==> run_1/util_map.png <==
The die is cut into 27 by 27 equal tiles; white is low, dark blue is high, 0 to 100% covered.
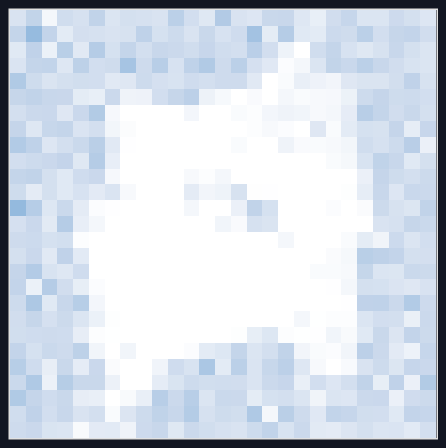
==> run_1/congestion_map.png <==
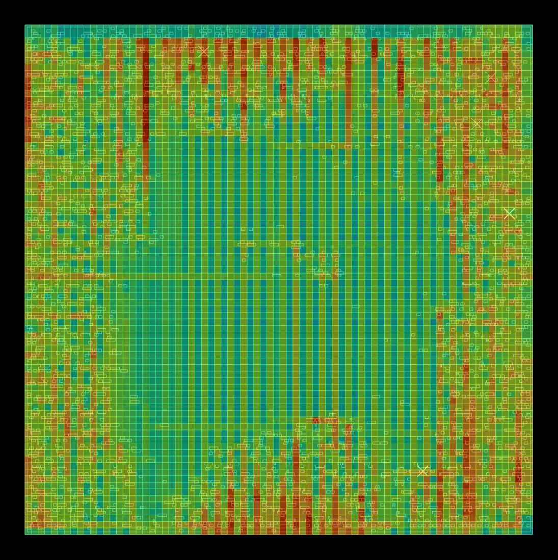
==> run_1/m2.png <==
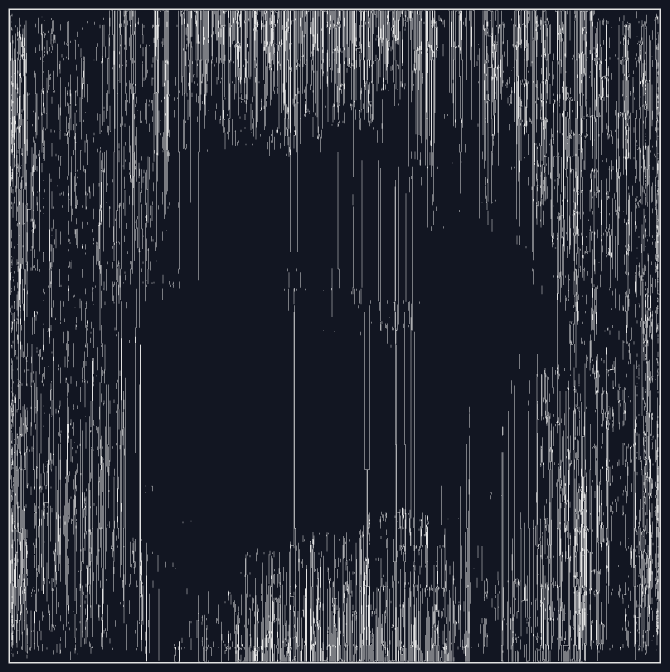
==> run_1/layers.png <==
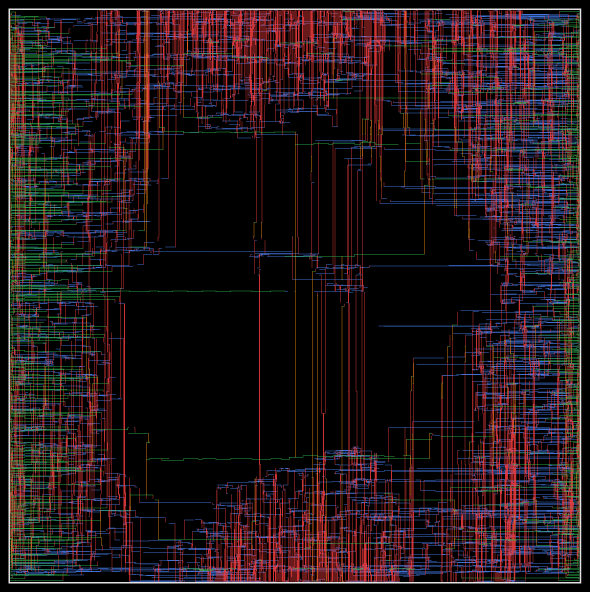
`src/rtl/dma_port_arbiter.sv`:
```
// dma_port_arbiter: round-robin arbiter sharing one TPU DMA port between two
// requesters. Each granted requester gets one DMA command, then a done pulse.
// Optional build macro DMA_ARB_TIMEOUT_EN adds a completion watchdog that
// ends a stalled transfer with an error pulse after TIMEOUT_CYCLES clocks.
module dma_port_arbiter #(
  parameter int unsigned TIMEOUT_CYCLES = 4096
) (
  input  logic         clk,
  input  logic         rst_n,
  input  logic         r0_req,
  input  logic         r0_dir,
  input  logic [7:0]   r0_ub_addr,
  input  logic [15:0]  r0_length,
  input  logic [1:0]   r0_elem_sz,
  input  logic [255:0] r0_wdata,
  output logic         r0_grant,
  output logic         r0_done,
  output logic         r0_err,
  input  logic         r1_req,
  input  logic         r1_dir,
  input  logic [7:0]   r1_ub_addr,
  input  logic [15:0]  r1_length,
  input  logic [1:0]   r1_elem_sz,
  input  logic [255:0] r1_wdata,
  output logic         r1_grant,
  output logic         r1_done,
  output logic         r1_err,
  output logic [255:0] rd_data,
  output logic         dma_start,
  output logic         dma_dir,
  output logic [7:0]   dma_ub_addr,
  output logic [15:0]  dma_length,
  output logic [1:0]   dma_elem_sz,
  output logic [255:0] dma_wdata,
  input  logic         dma_busy,
  input  logic         dma_done,
  input  logic [255:0] dma_rdata
);

  localparam int unsigned DataW = 256;
  localparam int unsigned AddrW = 8;
  localparam int unsigned LenW  = 16;
  localparam int unsigned ElemW = 2;

  typedef enum logic [1:0] {
    IDLE   = 2'd0,
    ISSUE  = 2'd1,
    WAIT   = 2'd2,
    FINISH = 2'd3
  } state_t;

  state_t             state, state_n;
  logic               owner, owner_n;   // 0 = r0 holds the port, 1 = r1
  logic               last, last_n;     // requester served most recently
  logic               win;
  logic               r0_grant_n, r1_grant_n;
  logic               r0_done_n, r1_done_n;
  logic               r0_err_n, r1_err_n;
  logic               dma_start_n;
  logic               dir_n;
  logic [AddrW-1:0]   addr_n;
  logic [LenW-1:0]    len_n;
  logic [ElemW-1:0]   esz_n;
  logic [DataW-1:0]   wdata_n;
  logic [DataW-1:0]   rd_n;

  // The port handshake is purely start/done; busy carries no extra information.
  logic unused_busy;
  assign unused_busy = dma_busy;

`ifdef DMA_ARB_TIMEOUT_EN
  localparam int unsigned CntW = (TIMEOUT_CYCLES > 1) ? $clog2(TIMEOUT_CYCLES) : 1;
  logic [CntW-1:0] wd_cnt, wd_cnt_n;
`else
  logic [31:0] unused_timeout;
  assign unused_timeout = 32'(TIMEOUT_CYCLES);
`endif

  // Next-state, arbitration and command-latch logic.
  always_comb begin
    state_n     = state;
    owner_n     = owner;
    last_n      = last;
    r0_grant_n  = r0_grant;
    r1_grant_n  = r1_grant;
    r0_done_n   = 1'b0;
    r1_done_n   = 1'b0;
    r0_err_n    = 1'b0;
    r1_err_n    = 1'b0;
    dma_start_n = 1'b0;
    dir_n       = dma_dir;
    addr_n      = dma_ub_addr;
    len_n       = dma_length;
    esz_n       = dma_elem_sz;
    wdata_n     = dma_wdata;
    rd_n        = rd_data;
`ifdef DMA_ARB_TIMEOUT_EN
    wd_cnt_n    = '0;
`endif
    // Contention goes to whoever was not served last.
    win = (r0_req && r1_req) ? ~last : r1_req;

    case (state)
      IDLE: begin
        if (r0_req || r1_req) begin
          owner_n    = win;
          r0_grant_n = ~win;
          r1_grant_n = win;
          dir_n      = win ? r1_dir      : r0_dir;
          addr_n     = win ? r1_ub_addr  : r0_ub_addr;
          len_n      = win ? r1_length   : r0_length;
          esz_n      = win ? r1_elem_sz  : r0_elem_sz;
          wdata_n    = win ? r1_wdata    : r0_wdata;
          if ((win ? r1_length : r0_length) == LenW'(0)) begin
            // Empty transfer: complete without touching the DMA port.
            state_n   = FINISH;
            r0_done_n = ~win;
            r1_done_n = win;
          end else begin
            state_n = ISSUE;
          end
        end
      end
      ISSUE: begin
        dma_start_n = 1'b1;
        if (dma_done) begin
          rd_n      = dma_rdata;
          state_n   = FINISH;
          r0_done_n = ~owner;
          r1_done_n = owner;
        end else begin
          state_n = WAIT;
        end
      end
      WAIT: begin
        if (dma_done) begin
          rd_n      = dma_rdata;
          state_n   = FINISH;
          r0_done_n = ~owner;
          r1_done_n = owner;
        end
`ifdef DMA_ARB_TIMEOUT_EN
        else if (wd_cnt == CntW'(TIMEOUT_CYCLES - 1)) begin
          state_n    = IDLE;
          r0_grant_n = 1'b0;
          r1_grant_n = 1'b0;
          r0_err_n   = ~owner;
          r1_err_n   = owner;
          last_n     = owner;
        end else begin
          wd_cnt_n = wd_cnt + CntW'(1);
        end
`endif
      end
      FINISH: begin
        state_n    = IDLE;
        r0_grant_n = 1'b0;
        r1_grant_n = 1'b0;
        last_n     = owner;
      end
      default: state_n = IDLE;
    endcase
  end

  // State and output registers; reset abandons any transfer silently.
  always_ff @(posedge clk or negedge rst_n) begin
    if (!rst_n) begin
      state       <= IDLE;
      owner       <= 1'b0;
      last        <= 1'b1;
      r0_grant    <= 1'b0;
      r1_grant    <= 1'b0;
      r0_done     <= 1'b0;
      r1_done     <= 1'b0;
      r0_err      <= 1'b0;
      r1_err      <= 1'b0;
      dma_start   <= 1'b0;
      dma_dir     <= 1'b0;
      dma_ub_addr <= '0;
      dma_length  <= '0;
      dma_elem_sz <= '0;
      dma_wdata   <= '0;
      rd_data     <= '0;
`ifdef DMA_ARB_TIMEOUT_EN
      wd_cnt      <= '0;
`endif
    end else begin
      state       <= state_n;
      owner       <= owner_n;
      last        <= last_n;
      r0_grant    <= r0_grant_n;
      r1_grant    <= r1_grant_n;
      r0_done     <= r0_done_n;
      r1_done     <= r1_done_n;
      r0_err      <= r0_err_n;
      r1_err      <= r1_err_n;
      dma_start   <= dma_start_n;
      dma_dir     <= dir_n;
      dma_ub_addr <= addr_n;
      dma_length  <= len_n;
      dma_elem_sz <= esz_n;
      dma_wdata   <= wdata_n;
      rd_data     <= rd_n;
`ifdef DMA_ARB_TIMEOUT_EN
      wd_cnt      <= wd_cnt_n;
`endif
    end
  end

endmodule

```
`config.mk`:
```
export PLATFORM = sky130hd
export DESIGN_NAME = dma_port_arbiter
export DESIGN_NICKNAME = d
export VERILOG_FILES = /design/src/rtl/dma_port_arbiter.sv
export SDC_FILE = /design/constraint.sdc
export NUM_CORES = 1
export LEC_CHECK = 0
export CAP_MARGIN = 25
export CELL_PAD_IN_SITES_DETAIL_PLACEMENT = 0
export CELL_PAD_IN_SITES_GLOBAL_PLACEMENT = 1
export CORE_AREA = 2 2 534 536
export DETAILED_ROUTE_END_ITERATION = 6
export DIE_AREA = 0 0 536 538
export GPL_ROUTABILITY_DRIVEN = 0
export MAX_ROUTING_LAYER = met4
export PLACE_DENSITY_LB_ADDON = 0.1
export SYNTH_ARGS = -nofsm -noshare
export SYNTH_HDL_FRONTEND = slang
export SYNTH_SLANG_ARGS = --single-unit
```
`constraint.sdc`:
```
create_clock -name clk -period 4.55 [get_ports clk]
set_input_delay 0.6825 -clock clk [delete_from_list [all_inputs] [get_ports clk]]
set_output_delay 0.6825 -clock clk [all_outputs]
set_load 0.02 [all_outputs]
```
==> results_dict.tcl, run 1 <==
# implementation run metrics
set metrics [dict create \
    via_count_of_the_routed_design 20459 \
    syn-instance-count 1562 \
    design.die.area_um2 288000 \
    startpoint "state[1]$_DFFE_PN0P_" \
    placed_cell_area_um2 40000 \
    drv.max_cap_violation_count 0 \
    hold_path_class "in -> reg" \
    post-route-worst-setup-slack_ns 1.80 \
    maxPowerGroup "combinational logic" \
    period_needed_ns 2.75 \
    number_of_antenna_diodes 91 \
    cts-root-buf "clkbuf_16" \
    power.share.combinational 0.501 \
    report.final.setup_viol 0 \
    worstHoldStart "r0_wdata[159]" \
    power_density_nw_per_um2 751 \
    rsz_0062_raised_after_global_routing "no" \
    largest_combinational_cell_category_by_area "multiplexers" \
    grt_pass1_vias 21652 \
    sequentialPower_mw 8.91 \
    finalNetCount 3792 \
    routedWlPerCell_um 26.0 \
    post-route-drc-count 13 \
    status "complete, but fails checks" \
    clock_tree.htree_level_count 3 \
    postCtsSetupRepairBufs 0 \
    ff_latch_area_um2 13700 \
    warnings 35 \
    logic_area_um2 6230 \
    r2r_end "dma_wdata[83]$_DFFE_PN0P_" \
    failing_checks "design-rule violations" \
    synth_compound_gate_area_share 0.132 \
    cts_max_path_buffers 4 \
    grt.overflow.total 0 \
    detailedPlace.worstSlack_ns 1.33 \
    ys_cells 1562 \
    logic_gates 620 \
    die_width_um 536 \
    ys_sh_simple 0.00866 \
    route.final.wire_length_mm 179 \
    worst-endpoint-arrival_ns 3.44 \
    numPlacedInstances 6623 \
    power.share.clock 0.225 \
    groute.usage.overall 0.122 \
    pleak_nw 17.4 \
    sequential_share_of_power 0.274 \
    synth_area_per_cell_um2 13.9 \
    layout.area.top_class "buffers" \
    synth_warnings 0 \
    timing_hold_violations_final 0 \
]
Back to the opening pictures, util_map.png:
densest ninth of the die: top left
mean over tiles: 13%
nearly empty tiles: 29%
fullest tile: 41%
emptiest ninth of the die: middle

Back to the opening pictures, congestion_map.png:
met3 track utilization from global routing: 0.0631
global routing met2 resource utilization: 0.209

Back to the opening pictures, m2.png:
wire length on this layer: 89.0 mm
share of all routed wire: 50%

Back to the opening pictures, layers.png:
[red] M2 | wire length: 89.0 mm
[blue] M1 | wire length: 62.5 mm
[green] M3 | wire length: 21.8 mm
[orange] M4 | wire length: 5330 um

==> run 1: cell usage in the layout, fill, tap and decap left out, drive strengths merged <==
cell type	netlist	layout
nand3	2	2
diode	0	91
bufinv	0	5
nand2b	1	1
buf	81	54
dfstp	1	1
and2	2	2
nor4	8	8
a31o	1	1
o32a	1	1
clkinv	0	10
nand2	20	20
a22oi	1	1
ha	5	5
a21boi	1	1
inv	270	274
nor2	4	4
o21ai	20	20
clkinvlp	0	4
dlygate4sd3	0	1
a222oi	267	267
mux2i	19	19
conb	1	2
clkbuf	44	141
a211oi	1	1
a21oi	2	2
a22o	3	3
nor2b	1	1
dfrtp	547	547
nand4	2	2
clkdlybuf4s50	0	1369
mux2	257	257
==> run 1: per-stage QoR <==
| step | utilization | power, mW |
|---|---|---|
| CTS | 0.152 | 33.5 |
| finish | 0.153 | 32.5 |
| floorplan | - | 16.3 |
| global placement | 0.141 | 25.8 |
| global route | 0.153 | 34.6 |
| detailed placement | 0.141 | 25.7 |
==> run 1: critical path: stages, from the launching register on <==
cell and delay (ns):
dfrtp_1 0.43, inv_1 0.15, ha_1 0.40, o21ai_4 0.13
buf_12 0.21, buf_12 0.20, a222oi_1 0.57, inv_1 0.09
==> run 1: layer usage <==
| metal | share of wire | vias up | global-route usage |
|---|---|---|---|
| met2 | 0.50 | 1281 | 0.209 |
| li1 | - | 8818 | - |
| met4 | 0.030 | 0 | 0.0325 |
| met5 | 0 | - | - |
| met3 | 0.12 | 302 | 0.0631 |
| met1 | 0.35 | 10058 | 0.121 |
==> run 1: what timing repair did <==
| action | 4_1_cts | 5_1_grt |
|---|---|---|
| endpoints found under the hold margin | 40 | 0 |
| setup endpoints to repair | 0 | 0 |
| resized | 0 | 0 |
| hold buffers | 1 | 0 |
==> run 2, diff against run 1 <==
CORE_AREA = 2 2 535 537   (was 2 2 534 536)
DIE_AREA = 0 0 537 539   (was 0 0 536 538)
clock period = 2.3 ns   (was 4.55 ns; I/O delays follow)
==> run 2 against run 1 <==
The flow still finishes with violations (design-rule violations). Sequential cell count stayed put. Combinational power is 98% higher. Synthesized area stayed put. Critical endpoint is now dma_wdata[149].
==> results_dict.tcl, run 2 <==
# implementation run metrics
set metrics [dict create \
    period_needed_ns 2.22 \
    design.die.area_um2 289000 \
    final_layout_top_logic_cell "clkdlybuf4s50_1" \
    synth_warnings 0 \
    post-route-drc-count 44 \
    slew-limit-headroom 0.597 \
    synth-async-reset-ratio 1.00 \
    startpoint "dma_wdata[149]$_DFFE_PN0P_" \
    critical_path_depth 1 \
    numPlacedInstances 6689 \
    finalPower_mw 63.2 \
    die_h_um 539 \
    status "complete, but fails checks" \
    synth-main-ff-cell "dfrtp_1" \
    vdd_ir_drop_max_mv 0.605 \
    route.final.wire_length_mm 188 \
    final.setup.tns_ns 0 \
    warnings 32 \
    r2r.worst_path.cells 6 \
    yosysUniqueCellTypes 31 \
    drv_slew 0 \
    critPathMaxStageDelay_ns 0.74 \
    cts.reportedPaths.clkPinSlew_ns 0.06 \
    finalNonFillerCells 6948 \
    timing_worst_setup_path_type "reg -> out" \
    cp-endpoint "dma_wdata[149]" \
    via_count_of_the_routed_design 20714 \
    critPathSlowestCell "clkdlybuf4s50_1" \
    syn-instance-count 1562 \
    post-route-worst-setup-slack_ns 0.0838 \
    finalNetCount 3854 \
    groute.usage.overall 0.128 \
    path_buffers 1 \
    synth.yosys.chip_area_um2 21700 \
    ys_cells 1562 \
    detailedPlace.worstSlack_ns -0.0274 \
    synth_area_per_cell_um2 13.9 \
    report.final.setup_viol 0 \
    worst_clock_skew_ns 0.0681 \
    edf_count 0 \
    drv.max_cap_violation_count 0 \
    worst_skew_pair.late_latency_ns 0.82 \
    die_width_um 537 \
    timing.critical_path.fanout_max 2 \
    top_cell_area_share 0.632 \
    fin_crit_sh 0.964 \
    reg2reg_from "state[1]$_DFFE_PN0P_" \
    timing.fmax_ghz 0.451 \
    grt_antenna_before_repair 180 \
    syn_area_um2 21700 \
    crit_required_ns 1.96 \
    clock_tree.htree_level_count 3 \
    timing_hold_violations_final 0 \
    r2r_end "rd_data[75]$_DFFE_PN0P_" \
    biggestRegsByFlops "dma_wdata x256, rd_data x256, dma_length x16" \
    route.antenna.remaining_nets 0 \
    cts-root-buf "clkbuf_16" \
    grt_pass1_vias 21980 \
    worst-endpoint-arrival_ns 1.87 \
    vias_per_cell 2.98 \
    ports 1374 \
    placed_cell_area_um2 40700 \
    final_cell_mix "clkdlybuf4s50_1, dfrtp_1, inv_1" \
    ys_seq_frac 0.633 \
    synth.area.top_cells "dfrtp_1, mux2_2, a222oi_1" \
    cts_max_path_buffers 4 \
    cts_tree "yes" \
    critPathCaptureType "output pin" \
    failing_checks "design-rule violations" \
    grt.overflow.total 0 \
    cts-buffers-inserted 91 \
    worst_path_dominant_cell_family "buffers and inverters" \
    synth_flops 548 \
    drtPass1Iterations 7 \
    crit_path_cell_trace "clkdlybuf4s50_1" \
    rsz_0062_raised_after_global_routing "no" \
    num_rows 196 \
    pleak_nw 17.9 \
    largest_net_degree_at_the_start_of_global_routing 84 \
    top_cells_by_count "dfrtp_1, inv_1, a222oi_1" \
    postCtsSetupRepairBufs 0 \
    power_density_nw_per_um2 1450 \
    layout-area-overhead-vs-synth_pct 101 \
    clock_sink_count 548 \
    timing_worst_slew_pin_value_ns 0.604 \
    hold_path_class "in -> async" \
    critPathLaunchType "register" \
]
==> run 2: cell counts after synthesis <==
No cell type changed its count.
==> run 2: timing repair <==
item / CTS / global route
endpoints found under the hold margin: 310 / 0
hold buffers: 1 / 0
resized: 150 / 3
setup endpoints to repair: 146 / 4
==> run 2: layer usage <==
layer	global-route usage	routed length, um	vias to the layer above
li1	-	-	8957
met1	0.120	62400	10153
met2	0.230	97200	1318
met3	0.0638	23100	286
met4	0.0330	5050	0
met5	-	0	-
==> run 2: cell families after synthesis <==
kind of cell,share of synthesized area
flip-flops,0.633
buffers and inverters,0.0811
AND-OR/OR-AND,0.132
multiplexers,0.142
AND/OR/NAND/NOR,0.00866
adder cells (fa/ha/maj),0.00289
other,0.000173
==> run 2: area by class of cell <==
| class | count | area [um2] |
|---|---|---|
| inverter | 270 | 1010 |
| clock inverter | 15 | 158 |
| tap | 3762 | 4710 |
| sequential | 548 | 13700 |
| clock buffer | 133 | 2560 |
| antenna | 110 | 275 |
| timing repair buffer | 1490 | 14900 |
| multi-input combinational | 620 | 6230 |
| fill | 31697 | 240000 |
==> run 2: how the worst min path moves through the flow <==
stage / end / slack (ns) / cells past startpoint
floorplan: dma_dir$_DFFE_PN0P_ / 0.05 / 0
global route: rd_data[118]$_DFFE_PN0P_ / 0.06 / 2
CTS: dma_wdata[72]$_DFFE_PN0P_ / 0.01 / 3
detailed placement: rd_data[55]$_DFFE_PN0P_ / 0.32 / 1
global placement: rd_data[55]$_DFFE_PN0P_ / 0.31 / 1
finish: rd_data[55]$_DFFE_PN0P_ / 0.1 / 2
==> run 2: power breakdown <==
part | leakage, nW | internal [mW] | total (mW) | switching [mW]
Combinational | 9.98 | 14.6 | 32.3 | 17.7
Clock | 1.33 | 7.77 | 13.4 | 5.63
Sequential | 6.60 | 14.6 | 17.6 | 2.97
==> run_2/congestion_map.png <==
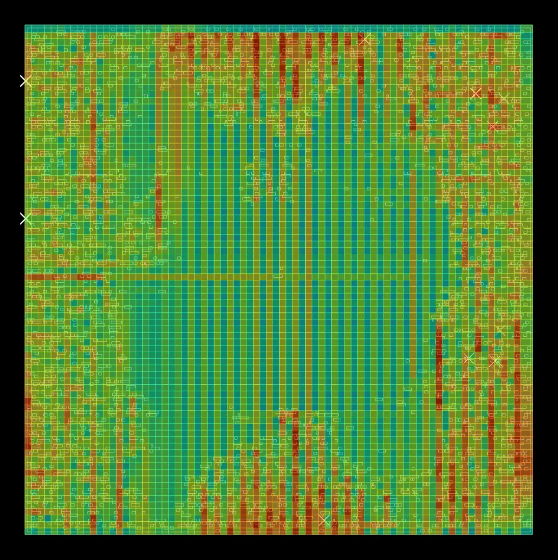
Final Util: 0.153
met1 track demand over resource in global routing: 0.120
Routed WL per cell: 27.0 um
busiest layer in global routing: met2

No activity file was given, so power comes from the tool's default toggle rates.
